--- src/rtl/bcd_registrador_n_pkg.sv ---
// Shared definitions for the multi-digit BCD register bank.
// Holds the digit width, the largest legal digit, the command encoding,
// the priority encoder that turns the raw strobes into one command, and
// a digit-validity helper.
package bcd_pkg;

  localparam int         BCD_W   = 4;
  localparam logic [3:0] BCD_MAX = 4'd9;

  typedef enum logic [2:0] {
    CMD_NONE = 3'd0,
    CMD_CLR  = 3'd1,
    CMD_LD   = 3'd2,
    CMD_SH   = 3'd3,
    CMD_DEL  = 3'd4,
    CMD_INC  = 3'd5
  } cmd_t;

  // Resolve simultaneous strobes: clr > ld > sh > del > inc.
  function automatic cmd_t cmd_encode(input logic clr, input logic ld,
                                      input logic sh, input logic del,
                                      input logic inc);
    cmd_t c;
    if (clr) begin
      c = CMD_CLR;
    end else if (ld) begin
      c = CMD_LD;
    end else if (sh) begin
      c = CMD_SH;
    end else if (del) begin
      c = CMD_DEL;
    end else if (inc) begin
      c = CMD_INC;
    end else begin
      c = CMD_NONE;
    end
    return c;
  endfunction

  // A nibble is a legal BCD digit when it does not exceed 9.
  function automatic logic bcd_valid(input logic [3:0] digit);
    return (digit <= BCD_MAX);
  endfunction

endpackage

--- src/rtl/bcd_registrador_n_inc_digit.sv ---
// One-digit BCD incrementer: adds cin to a legal digit, producing the
// result digit and a decimal carry out (9 + 1 -> 0 with carry).
module bcd_inc_digit
  import bcd_pkg::*;
(
  input  logic [3:0] digit,
  input  logic       cin,
  output logic [3:0] dout,
  output logic       cout
);

  // Decimal add of the carry bit to one digit.
  always_comb begin
    dout = digit;
    cout = 1'b0;
    if (cin) begin
      if (digit >= BCD_MAX) begin
        dout = 4'd0;
        cout = 1'b1;
      end else begin
        dout = digit + 4'd1;
        cout = 1'b0;
      end
    end else begin
      dout = digit;
      cout = 1'b0;
    end
  end

endmodule

--- src/rtl/bcd_registrador_n.sv ---
// Multi-digit packed BCD register bank for keypad-style entry.
// Supports clear, parallel load, shift-in at the least significant digit,
// backspace, and tracks how many significant digits are held.
// All state changes on the falling edge of ck; rst_n is asynchronous.
// Optional macro BCD_REGISTRADOR_INC_EN adds a decimal increment command
// (input inc) with an overflow pulse (output ovf).
module bcd_registrador_n
  import bcd_pkg::*;
#(
  parameter  int NDIG = 4,
  localparam int CW   = $clog2(NDIG + 1)
) (
  input  logic              ck,
  input  logic              rst_n,
  input  logic              clr,
  input  logic              ld,
  input  logic [4*NDIG-1:0] d,
  input  logic              sh,
  input  logic [3:0]        din,
  input  logic              del,
`ifdef BCD_REGISTRADOR_INC_EN
  input  logic              inc,
  output logic              ovf,
`endif
  output logic [4*NDIG-1:0] q,
  output logic [CW-1:0]     cnt,
  output logic              full,
  output logic              empty,
  output logic              err
);

  localparam logic [CW-1:0] CNT_FULL = CW'(NDIG);
  localparam logic [CW-1:0] CNT_ZERO = CW'(0);
  localparam logic [CW-1:0] CNT_ONE  = CW'(1);

  logic [4*NDIG-1:0] q_r;
  logic [CW-1:0]     cnt_r;
  logic              err_r;

  logic [4*NDIG-1:0] q_nxt_s;
  logic [CW-1:0]     cnt_nxt_s;
  logic              err_nxt_s;

  logic [4*NDIG-1:0] ld_q_s;
  logic              ld_bad_s;
  logic              inc_req_s;
  cmd_t              cmd_s;

  // Number of significant digits: position of the highest nonzero digit + 1.
  function automatic logic [CW-1:0] sig_count(input logic [4*NDIG-1:0] v);
    logic [CW-1:0] c;
    c = CNT_ZERO;
    for (int i = 0; i < NDIG; i++) begin
      if (v[4*i +: 4] != 4'd0) begin
        c = CW'(i + 1);
      end else begin
        c = c;
      end
    end
    return c;
  endfunction

`ifdef BCD_REGISTRADOR_INC_EN
  logic              ovf_r;
  logic              ovf_nxt_s;
  logic [NDIG:0]     carry_s;
  logic [4*NDIG-1:0] inc_q_s;

  assign inc_req_s  = inc;
  assign carry_s[0] = 1'b1;

  for (genvar g = 0; g < NDIG; g++) begin : g_inc
    bcd_inc_digit u_dig (
      .digit (q_r[4*g +: 4]),
      .cin   (carry_s[g]),
      .dout  (inc_q_s[4*g +: 4]),
      .cout  (carry_s[g+1])
    );
  end

  assign ovf = ovf_r;
`else
  assign inc_req_s = 1'b0;
`endif

  assign cmd_s = cmd_encode(clr, ld, sh, del, inc_req_s);

  // Sanitise parallel-load data: illegal digits become 0 and flag an error.
  always_comb begin
    ld_q_s   = '0;
    ld_bad_s = 1'b0;
    for (int i = 0; i < NDIG; i++) begin
      if (bcd_valid(d[4*i +: 4])) begin
        ld_q_s[4*i +: 4] = d[4*i +: 4];
      end else begin
        ld_q_s[4*i +: 4] = 4'd0;
        ld_bad_s         = 1'b1;
      end
    end
  end

  // Next-state selection for the digits, count and status pulses.
  always_comb begin
    q_nxt_s   = q_r;
    cnt_nxt_s = cnt_r;
    err_nxt_s = 1'b0;
`ifdef BCD_REGISTRADOR_INC_EN
    ovf_nxt_s = 1'b0;
`endif
    case (cmd_s)
      CMD_CLR: begin
        q_nxt_s   = '0;
        cnt_nxt_s = CNT_ZERO;
      end
      CMD_LD: begin
        q_nxt_s   = ld_q_s;
        cnt_nxt_s = sig_count(ld_q_s);
        err_nxt_s = ld_bad_s;
      end
      CMD_SH: begin
        if (!bcd_valid(din)) begin
          err_nxt_s = 1'b1;
        end else if (cnt_r == CNT_FULL) begin
          // Refuse rather than lose the most significant digit.
          err_nxt_s = 1'b1;
        end else if ((cnt_r == CNT_ZERO) && (din == 4'd0)) begin
          // Leading zero: nothing significant to record.
          q_nxt_s   = q_r;
        end else begin
          q_nxt_s   = {q_r[4*NDIG-5:0], din};
          cnt_nxt_s = cnt_r + CNT_ONE;
        end
      end
      CMD_DEL: begin
        if (cnt_r == CNT_ZERO) begin
          err_nxt_s = 1'b1;
        end else begin
          q_nxt_s   = {4'h0, q_r[4*NDIG-1:4]};
          cnt_nxt_s = cnt_r - CNT_ONE;
        end
      end
      CMD_INC: begin
`ifdef BCD_REGISTRADOR_INC_EN
        q_nxt_s = inc_q_s;
        if (carry_s[NDIG]) begin
          ovf_nxt_s = 1'b1;
          cnt_nxt_s = CNT_ZERO;
        end else begin
          cnt_nxt_s = sig_count(inc_q_s);
        end
`else
        q_nxt_s = q_r;
`endif
      end
      default: begin
        q_nxt_s   = q_r;
        cnt_nxt_s = cnt_r;
      end
    endcase
  end

  // State register, updated on the falling clock edge.
  always_ff @(negedge ck or negedge rst_n) begin
    if (!rst_n) begin
      q_r   <= '0;
      cnt_r <= CNT_ZERO;
      err_r <= 1'b0;
    end else begin
      q_r   <= q_nxt_s;
      cnt_r <= cnt_nxt_s;
      err_r <= err_nxt_s;
    end
  end

`ifdef BCD_REGISTRADOR_INC_EN
  // Overflow pulse register, one cycle after an all-nines increment.
  always_ff @(negedge ck or negedge rst_n) begin
    if (!rst_n) begin
      ovf_r <= 1'b0;
    end else begin
      ovf_r <= ovf_nxt_s;
    end
  end
`endif

  assign q     = q_r;
  assign cnt   = cnt_r;
  assign err   = err_r;
  assign full  = (cnt_r == CNT_FULL);
  assign empty = (cnt_r == CNT_ZERO);

endmodule

--- config.mk ---
export PLATFORM = sky130hd
export DESIGN_NAME = bcd_registrador_n
export DESIGN_NICKNAME = d
export VERILOG_FILES = /design/src/rtl/bcd_registrador_n_pkg.sv /design/src/rtl/bcd_registrador_n_inc_digit.sv /design/src/rtl/bcd_registrador_n.sv
export SDC_FILE = /design/constraint.sdc
export NUM_CORES = 1
export LEC_CHECK = 0
export ABC_AREA = 1
export CAP_MARGIN = 10
export CELL_PAD_IN_SITES_DETAIL_PLACEMENT = 1
export CELL_PAD_IN_SITES_GLOBAL_PLACEMENT = 2
export CORE_MARGIN = 5
export CORE_UTILIZATION = 26
export DETAILED_ROUTE_END_ITERATION = 8
export PLACE_DENSITY_LB_ADDON = 0.1
export SLEW_MARGIN = 20
export SYNTH_ARGS = -nofsm -noshare
export SYNTH_HDL_FRONTEND = slang
export SYNTH_SLANG_ARGS = --single-unit
--- constraint.sdc ---
create_clock -name ck -period 2.9 [get_ports ck]
set_clock_uncertainty 0.1 [all_clocks]
set_input_delay 0.725 -clock ck [delete_from_list [all_inputs] [get_ports ck]]
set_output_delay 0.725 -clock ck [all_outputs]
set_load 0.02 [all_outputs]
==> notes.md <==
Quick summary of the implementation run below.

The run finished, with violations left. The checks that failed: setup timing. The synthesized netlist cell count is 214.

The total vias in the final route is between 2,000 and 2,500. For this block, the routed nets add up to 8670 um of wire. The worst hold-check slack came out at approximately 430 ps. TritonCTS built the clock tree. The maximum ir drop on the vdd rail came out at 0.000151 V. The initial antenna violation count is 0. The CTS log lists the clock sinks for this run as 20. For the worst-skew pair, the clock arrives at the later sink with an insertion delay of 280 ps. The critical path starts at cnt[2].

STA classifies the critical path endpoint as an output pin. The layout overhead on the synthesized area is 127%. Ranking logic cells in the layout by count gives the top entries 62 x buf_4, 37 x nand2_1, 37 x buf_6, 22 x nand2_4. The power consumption is around 1200 uW. The Yosys warning count came out at 0. The floorplan report gives the top-level pin count as 48.

Measured against its own limit, the worst slew margin works out to 75.9%. The combinational cell area excluding buffers and inverters came out at around 0.0012 mm^2. Detailed placement ended at an HPWL of 4380 um. The iteration count recorded for the first detailed-route pass is 5. The wire length of the first global-routing pass came out at 12,000 um. The setup check on the worst reg-to-reg path leaves a slack of slightly above 700 ps.

The final number of setup-violating endpoints came out at 42. The via count of the first global-routing pass is 2,260. The setup slack after layout came out at -575 ps. The sequential element share of the synthesized area is 33.8%.

For reference, the final report shows the max-slew violation count at 0. At the worst endpoint, the required time is 2080 ps. The number of routed nets with antenna violations came out at 0.

The hold violation count in the final report came out at 0. The fraction of final layout cells sized beyond drive strength 1 came out at between 60% and 70%. The count of warning messages emitted by the tools came out at 29.

The clock transition at the register clock pins on the worst setup and hold paths after CTS came out at 60 ps. Setup repair after global routing could not meet its margin everywhere. Per the OpenROAD floorplan log, the area of the core is 0.00551 mm^2. The DRC violation total left in the routed layout is recorded as 0. The mean routed wirelength per cell is 20.5 um.

The area taken by flip-flops and latches is 500 um^2. The signal arrival time at the worst endpoint is 2650 ps. The total clock buffers created by CTS is 3. The antenna diode count came out at 0.

The final-stage net count is 379. The global-route total usage across every layer is 21.6%. The worst setup path is launched from a register. The H-tree depth is 1. The clock tree root buffer cell is clkbuf_8. The path depth of the worst reg2reg path came out at 11. Summed over all instances, the cell type with the most area after synthesis is dfrtn_1.

The actual slew at the worst max-slew pin is 358 ps. In this run the core area contains 27 standard-cell rows. The largest fanout of any net on the critical path came out at 3. The capturing instance or port of the critical path is empty.

The setup TNS is -13,390 ps. The share of the core filled by cells before placement came out at 26.9%. The power per unit of standard cell area came out at 356 mW/mm^2.

The full die area is roughly 0.0073 mm^2. The area share of the largest cell type after synthesis came out at 33.8%. A synthesized cell averages 6.92 um^2.
sequential cells by signal, indices dropped and copies added (netlist names):
name and cells:
q 16, cnt 3, err 1
cell families (layout without fill, tap and decap cells):
group                    after synthesis  in the layout  share of synthesized area (%)
flip-flops                            20             20                           33.8
buffers and inverters                 30            167                           9.47
adder cells (fa/ha/maj)                1              1                           1.35
AND-OR/OR-AND                         28             28                           11.7
XOR/XNOR                               1              1                          0.592
AND/OR/NAND/NOR                      134            134                           43.1
per-layer routing:
| layer | vias up | GRT usage [%] | part of all wire [%] |
|---|---|---|---|
| met2 | 77 | 40.0 | 54 |
| met1 | 999 | 25.0 | 38 |
| met3 | 24 | 3.40 | 4.7 |
| met4 | 0 | 6.76 | 3.7 |
| li1 | 965 | - | - |
| met5 | - | 0 | 0 |
cells in the mapped netlist (2+ instances only):
library cell	n
o22ai_1	2
nand3_1	25
nor2_4	3
nand2_2	2
buf_6	3
nor2_1	17
inv_1	19
nand3_2	4
o21ai_0	12
o21ai_1	5
dfrtn_1	20
nor2_2	2
o211ai_1	3
nand2_1	73
nor3_1	3
o21ai_2	6
inv_2	6
final cells by class:
class	count	share of cell area (%)
flip-flops and latches	20	14.9
multi-input cells	164	36.1
inverters	25	3.88
well taps	72	2.69
clock buffers	4	1.64
repair buffers	138	40.8
repair_timing:
item,CTS,global route
endpoints found under the setup margin,42,42
buffers inserted,28,15
pin swaps,21,25
resized,234,76
hold buffers,0,0
gates cloned,6,0
critical path: stages (launching register included):
cell and delay [ps]:
dfrtn_1 400, buf_4 170, nor3_4 200, buf_6 150
stage by stage:
stage	instances	setup WS [ps]	utilization (%)	cell area, um^2
global placement	377	-1160	45.0	2480
detailed placement	377	-1190	45.0	2480
global route	423	-622	60.9	3350
finish	423	-575	60.9	3350
CTS	413	-538	57.6	3170
floorplan	214	-547	-	1570
worst min path at each step:
stage	slack, ps	to	start	cells after the start
floorplan	460	q[10]	q[10]	2
global placement	410	q[14]	q[14]	2
detailed placement	410	q[14]	q[14]	2
CTS	430	cnt[1]	cnt[1]	2
global route	470	q[12]	q[12]	2
finish	430	q[12]	q[12]	2
power breakdown:
| part | switching (uW) | leakage (uW) | internal, uW |
|---|---|---|---|
| combinational | 311 | 0.00141 | 319 |
| clock | 115 | 0.0000288 | 122 |
| sequential | 22.4 | 0.000269 | 306 |
| total | 449 | 0.00170 | 746 |
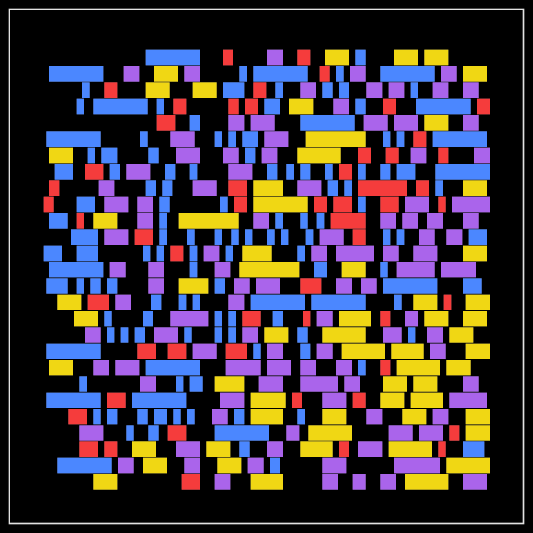
sizes.png
Drawn at 6 px/um.
legend:
  yellow:
    size: _6 and larger
    cells: 60
    share: 17%
    most_used: buf_6
  red:
    size: _2 cells
    cells: 53
    share: 15%
    most_used: nand2_2
  blue:
    size: _0 and _1 cells
    cells: 133
    share: 38%
    most_used: nand2_1
  purple:
    size: _3 and _4 cells
    cells: 105
    share: 30%
    most_used: buf_4

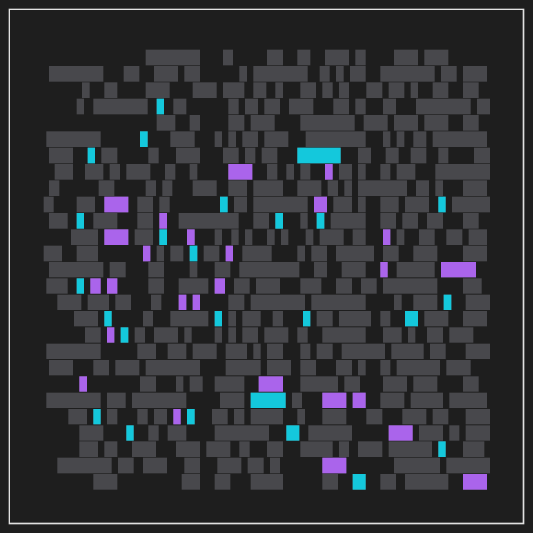
logic_types.png
Drawn at 6 px/um.
legend:
  cyan:
    family: inv cells
    cells: 25
  purple:
    family: nor cells
    cells: 26

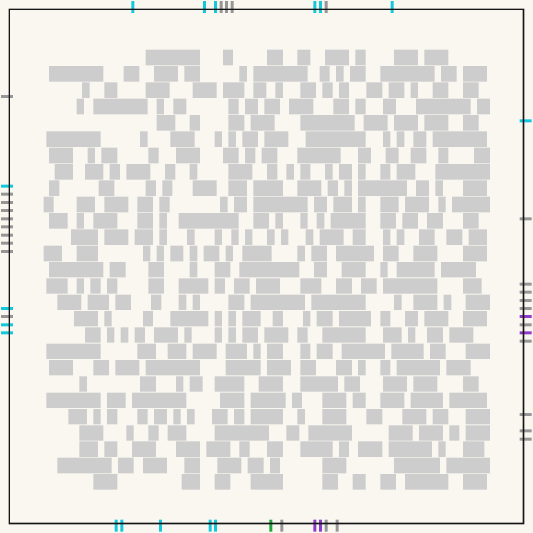
io_placement.png
Drawn at 6 px/um. Pins as bars across the die edge, other pins in gray.
legend:
  cyan:
    port: q
    pins: 16
    direction: output
    edge: 6 top, 5 bottom, 4 left, 1 right
  purple:
    port: din
    pins: 4
    direction: input
    edge: 2 bottom, 2 right
  green:
    port: sh
    pins: 1
    direction: input
    edge: bottom
all pins by edge: 14 left, 13 right, 11 bottom, 10 top
Port Buf Inserts: 47
Die X: 85.5 um
vertical die dimension: 85.5 um

Power and IR drop assume default switching activity.
